**A small window of the routed layout**

Window x 22 to 47, y 22 to 47 um. Cells in grey, sequential cells in the stronger grey; small squares are vias.
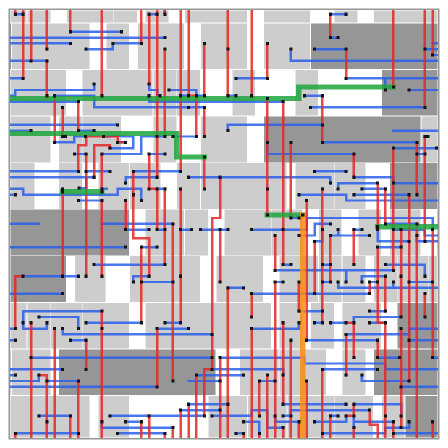
**The clock network**

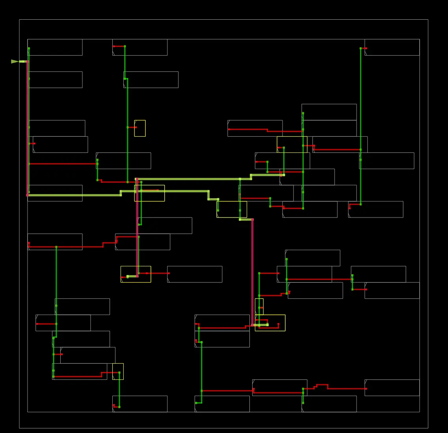
**Routed clock nets over the placement**

(8 px per um)
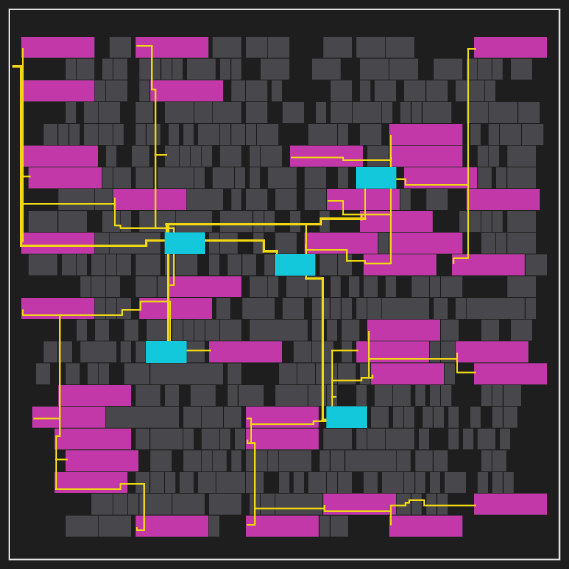
**Placement density heat map**

(4 px per um) The die is cut into 7 by 7 equal tiles; black is low, pale yellow is high, 0 to 100% covered.
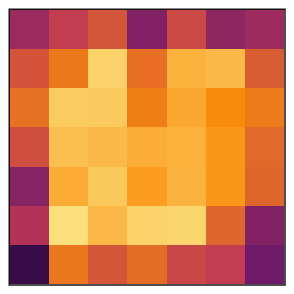
**Cells coloured by class**

(6 px per um) Fill, decap, tap and diode cells in grey.
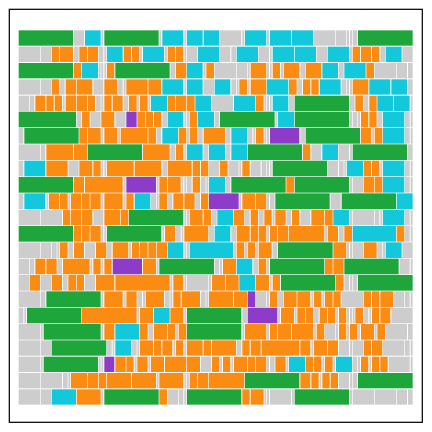
### config.mk
export PLATFORM = sky130hd
export DESIGN_NAME = uart_tx_sched
export DESIGN_NICKNAME = d
export VERILOG_FILES = /design/src/rtl/uart_tx_sched_pkg.sv /design/src/rtl/uart_tx_sched_rr_arb2.sv /design/src/rtl/uart_tx_sched.sv
export SDC_FILE = /design/constraint.sdc
export NUM_CORES = 1
export LEC_CHECK = 0
export ABC_AREA = 1
export CORE_UTILIZATION = 53
export DETAILED_ROUTE_END_ITERATION = 16
export PLACE_DENSITY_LB_ADDON = 0.08
export SLEW_MARGIN = 20
export SYNTH_ARGS = -nofsm -noshare
export SYNTH_HDL_FRONTEND = slang
export SYNTH_SLANG_ARGS = --single-unit
export TNS_END_PERCENT = 10
### constraint.sdc
create_clock -name clk -period 2 [get_ports clk]
set_clock_uncertainty 0.05 [all_clocks]
set_input_delay 0.5 -clock clk [delete_from_list [all_inputs] [get_ports clk]]
set_output_delay 0.5 -clock clk [all_outputs]
set_load 0.05 [all_outputs]
### src/rtl/uart_tx_sched_pkg.sv
// Shared constants and state encoding for the two-requester UART transmit scheduler.
package uart_tx_sched_pkg;

  localparam int unsigned TIMEOUT_W_DEF = 16;
  localparam int unsigned MAX_BYTES_DEF = 32;
  localparam int unsigned BCNT_W        = 6;

  typedef enum logic [1:0] {
    IDLE    = 2'd0,
    GRANT   = 2'd1,
    SEND    = 2'd2,
    RELEASE = 2'd3
  } tx_state_e;

endpackage

### src/rtl/uart_tx_sched_rr_arb2.sv
// Two-way round-robin pick: a lone requester wins, a tie goes to the one not served last.
module rr_arb2 (
  input  logic [1:0] req,
  input  logic       last,
  output logic [1:0] win
);

  always_comb begin
    win = req;
    if (req == 2'b11) begin
      win = last ? 2'b01 : 2'b10;
    end
  end

endmodule

### src/rtl/uart_tx_sched.sv
// Grants the UART transmit buffer to one of two byte-stream requesters and paces
// bytes out on the baud strobe, with per-grant byte cap and stall timeout.
module uart_tx_sched
  import uart_tx_sched_pkg::*;
#(
  parameter int unsigned TIMEOUT_W = TIMEOUT_W_DEF,
  parameter int unsigned MAX_BYTES = MAX_BYTES_DEF
) (
  input  logic       clk,
  input  logic       reset,
  input  logic [1:0] rq_req,
  input  logic [7:0] rq_data0,
  input  logic [7:0] rq_data1,
  input  logic [1:0] rq_last,
  output logic [1:0] rq_ack,
  output logic [1:0] grant,
  input  logic       tx_ready,
  input  logic       baud_x1,
  output logic [7:0] tx_data,
  output logic       tx_strobe,
  output logic       busy,
  output logic       timeout_err
);

  tx_state_e            state;
  logic                 owner;
  logic                 rr_last;
  logic [BCNT_W-1:0]    byte_cnt;
  logic [TIMEOUT_W-1:0] stall_cnt;
  logic [1:0]           win;

  logic                 own_req;
  logic                 own_last;
  logic [7:0]           own_data;
  logic [BCNT_W:0]      cnt_inc;
  logic                 end_of_grant;
  logic [TIMEOUT_W-1:0] stall_inc;

  rr_arb2 u_arb (
    .req  (rq_req),
    .last (rr_last),
    .win  (win)
  );

  assign own_req      = rq_req[owner];
  assign own_last     = rq_last[owner];
  assign own_data     = owner ? rq_data1 : rq_data0;
  assign cnt_inc      = {1'b0, byte_cnt} + (BCNT_W + 1)'(1);
  assign end_of_grant = own_last || (cnt_inc >= (BCNT_W + 1)'(MAX_BYTES));
  assign stall_inc    = stall_cnt + TIMEOUT_W'(1);

  always_ff @(posedge clk or posedge reset) begin
    if (reset) begin
      state       <= IDLE;
      owner       <= 1'b0;
      rr_last     <= 1'b1;
      byte_cnt    <= '0;
      stall_cnt   <= '0;
      grant       <= 2'b00;
      rq_ack      <= 2'b00;
      tx_data     <= 8'h00;
      tx_strobe   <= 1'b0;
      busy        <= 1'b0;
      timeout_err <= 1'b0;
    end else begin
      rq_ack      <= 2'b00;
      tx_strobe   <= 1'b0;
      timeout_err <= 1'b0;
      unique case (state)
        IDLE: begin
          if (rq_req != 2'b00) begin
            grant <= win;
            owner <= win[1];
            busy  <= 1'b1;
            state <= GRANT;
          end
        end
        GRANT: begin
          byte_cnt  <= '0;
          stall_cnt <= '0;
          state     <= SEND;
        end
        SEND: begin
          // A dropped request aborts even when a byte could have gone out this cycle.
          if (!own_req) begin
            grant <= 2'b00;
            state <= RELEASE;
          end else if (baud_x1 && tx_ready) begin
            tx_strobe <= 1'b1;
            rq_ack    <= owner ? 2'b10 : 2'b01;
            tx_data   <= own_data;
            stall_cnt <= '0;
            if (byte_cnt != '1) begin
              byte_cnt <= BCNT_W'(cnt_inc);
            end
            if (end_of_grant) begin
              grant <= 2'b00;
              state <= RELEASE;
            end
          end else if (!tx_ready) begin
            stall_cnt <= stall_inc;
            if (stall_inc == '1) begin
              timeout_err <= 1'b1;
              grant       <= 2'b00;
              state       <= RELEASE;
            end
          end
        end
        RELEASE: begin
          rr_last <= owner;
          busy    <= 1'b0;
          state   <= IDLE;
        end
        default: state <= IDLE;
      endcase
    end
  end

endmodule

==> flow_summary.toml <==
# implementation run metrics
[routing]
drtPass1Iterations = 4
ant_nets = 0
drtIter0Drc = 122
vias = 2274

[cts]
postCtsHoldBufs = 0
cts_root_buf = "clkbuf_8"

[yosys]
edf_count = 0
yosysTopAreaCell = "dfrtp_1"
yosys_cells = 303
post-synth-top-area-fraction_pct = 42.6
area_leaders = "dfrtp_1, nand2_1, inv_1"
avgSynthCellArea_um2 = 7.75
syn-num-nets = 335

[die]
core_area_mm2 = 0.00412
ios = 39
die_y_um = 68.6
dieArea_mm2 = 0.00470

[run_status]
violations = "negative setup slack"
outcome = "complete, but fails checks"

[sta]
setup_viol = 3
slew-limit-headroom_pct = 76.3
postLayoutSetupSlackWorst_ns = -0.0200

[grt]
grt_pass1_vias = 1987

[power]
power_density_mw_per_mm2 = 1090

[layout]
design_area_mm2 = 0.00321

[hold_path]
hold_path.class = "flip-flop to flip-flop"
Notes on 'a small window of the routed layout' above:
green -> met3
orange -> met4
blue -> met1
red -> met2
cells with their middle in the window = 62
netlist names of flops here include = `stall_cnt` (2)
most frequent = nand2_1 (12), buf_4 (10), inv_1 (6)
sequential cells in the window = 4

Notes on 'the clock network' above:
clock buffer count: 6
clock group power: 0.527 mW
Seq cells: 41
CTS Buf Count: 5
clk latency late pin: 0.30 ns

Notes on 'routed clock nets over the placement' above:
magenta -> flip-flops  # count 41
yellow -> clock wires  # length 500 um
cyan -> cells driving clock nets  # count 5
flops lie = all over the die

Notes on 'placement density heat map' above:
tiles over 75% full = 41%
fullest tile = 93%
mean over tiles = 67%

Notes on 'cells coloured by class' above:
purple -> clock drivers and dummy loads  # cells 8, share of their area 2.6%
green -> flip-flops  # cells 41, share of their area 33%
orange -> all other logic  # cells 260, share of their area 46%
cyan -> other buffers and delay cells  # cells 67, share of their area 19%

==> per-layer routing <==
| metal | share of wire (%) | vias to the layer above | wire length (um) | GRT usage [%] |
|---|---|---|---|---|
| li1 | - | 1136 | - | - |
| met1 | 47 | 1064 | 2660 | 32.4 |
| met2 | 47 | 66 | 2680 | 39.8 |
| met3 | 4.9 | 8 | 279 | 4.93 |
| met4 | 1.2 | 0 | 68 | 9.64 |
| met5 | 0 | - | 0 | 0 |
==> cell usage in the layout, fill, tap and decap left out, types with 5 or more instances in the layout <==
cell	netlist	final
a21oi_1	5	5
a22oi_1	6	6
buf_4	0	40
clkbuf_8	0	5
clkdlybuf4s50_1	0	23
dfrtp_1	40	39
ha_1	8	6
inv_1	40	37
nand2_1	84	72
nand2_2	6	15
nand3_1	21	16
nand4_1	9	9
nor2_1	21	19
nor2_2	4	5
nor2_4	4	5
o21ai_0	22	21
o22ai_1	5	5
==> state kept, by name (all words and copies together), names as in the netlist, 2 cells and up <==
register   flops
grant          2
stall_cnt     16
tx_data        8
rq_ack         2
byte_cnt       6
state          2
==> critical path: stages, from the launching register on <==
cell and delay [ns]:
dfrtp_1 0.42, buf_6 0.14, clkinvlp_4 0.13, ha_4 0.14
nand2_2 0.05, inv_2 0.05, nand4_1 0.16, nor2_2 0.18
nand2_1 0.08, nor2_2 0.13, nand2_2 0.08, nand2_4 0.10
nand3_2 0.07, nand2_1 0.08, nand2_1 0.05
==> path summary, 6_finish.rpt <==
path,start,end,depth (start not counted)
hold / removal,tx_data[2],tx_data[2],2
setup / recovery,stall_cnt[0],grant[1],14
hold reg to reg,tx_data[2],tx_data[2],2
min in group asynchronous,reset,stall_cnt[13],3
setup reg to reg,stall_cnt[0],grant[1],14
max in group asynchronous,reset,rr_last,3
==> cell families (layout without fill, tap and decap cells) <==
kind of cell,Yosys count,in the layout,synth area share [%]
buffers and inverters,44,117,7.03
and+or+nand+nor,158,158,31.0
adders and majority gates,8,8,4.26
muxes,1,1,0.426
xor gates and xnor gates,6,6,2.56
DFF,41,41,43.7
AOI/OAI and AO/OA,45,45,11.0
==> layout make-up <==
class / instances / area (um^2)
Multi-Input combinational cell: 218 / 1280
Sequential cell: 41 / 1030
Fill cell: 292 / 910
Timing Repair Buffer: 67 / 593
Inverter: 42 / 161
Clock buffer: 6 / 72.6
Tap cell: 50 / 62.6
Clock inverter: 2 / 10.0
==> power by group through the flow <==
stage | combinational (mW) | clock (mW) | sequential (mW)
after global placement | 1.66 | 0 | 1.15
final | 1.82 | 0.527 | 1.15
after global routing | 2.00 | 0.557 | 1.17
after CTS | 1.75 | 0.533 | 1.13
after detailed placement | 1.69 | 0 | 1.15
after floorplan | 0.678 | 0 | 1.51
==> metrics by stage <==
stage	TNS (ns)	hold WS [ns]	utilization (%)	power, mW	instances
floorplan	0	0.425	-	2.19	303
global placement	-1.45	0.413	71.9	2.81	414
detailed placement	-3.18	0.420	71.9	2.84	414
CTS	0	0.439	74.8	3.41	424
global route	-0.617	0.469	77.9	3.72	426
finish	-0.0460	0.432	77.9	3.50	426
==> what timing repair did <==
action / 4_1_cts / 5_1_grt
resized: 6 / 30
buffers inserted: 2 / 2
setup endpoints to repair: 4 / 5
pin swaps: 4 / 17
Power and IR drop assume default switching activity.
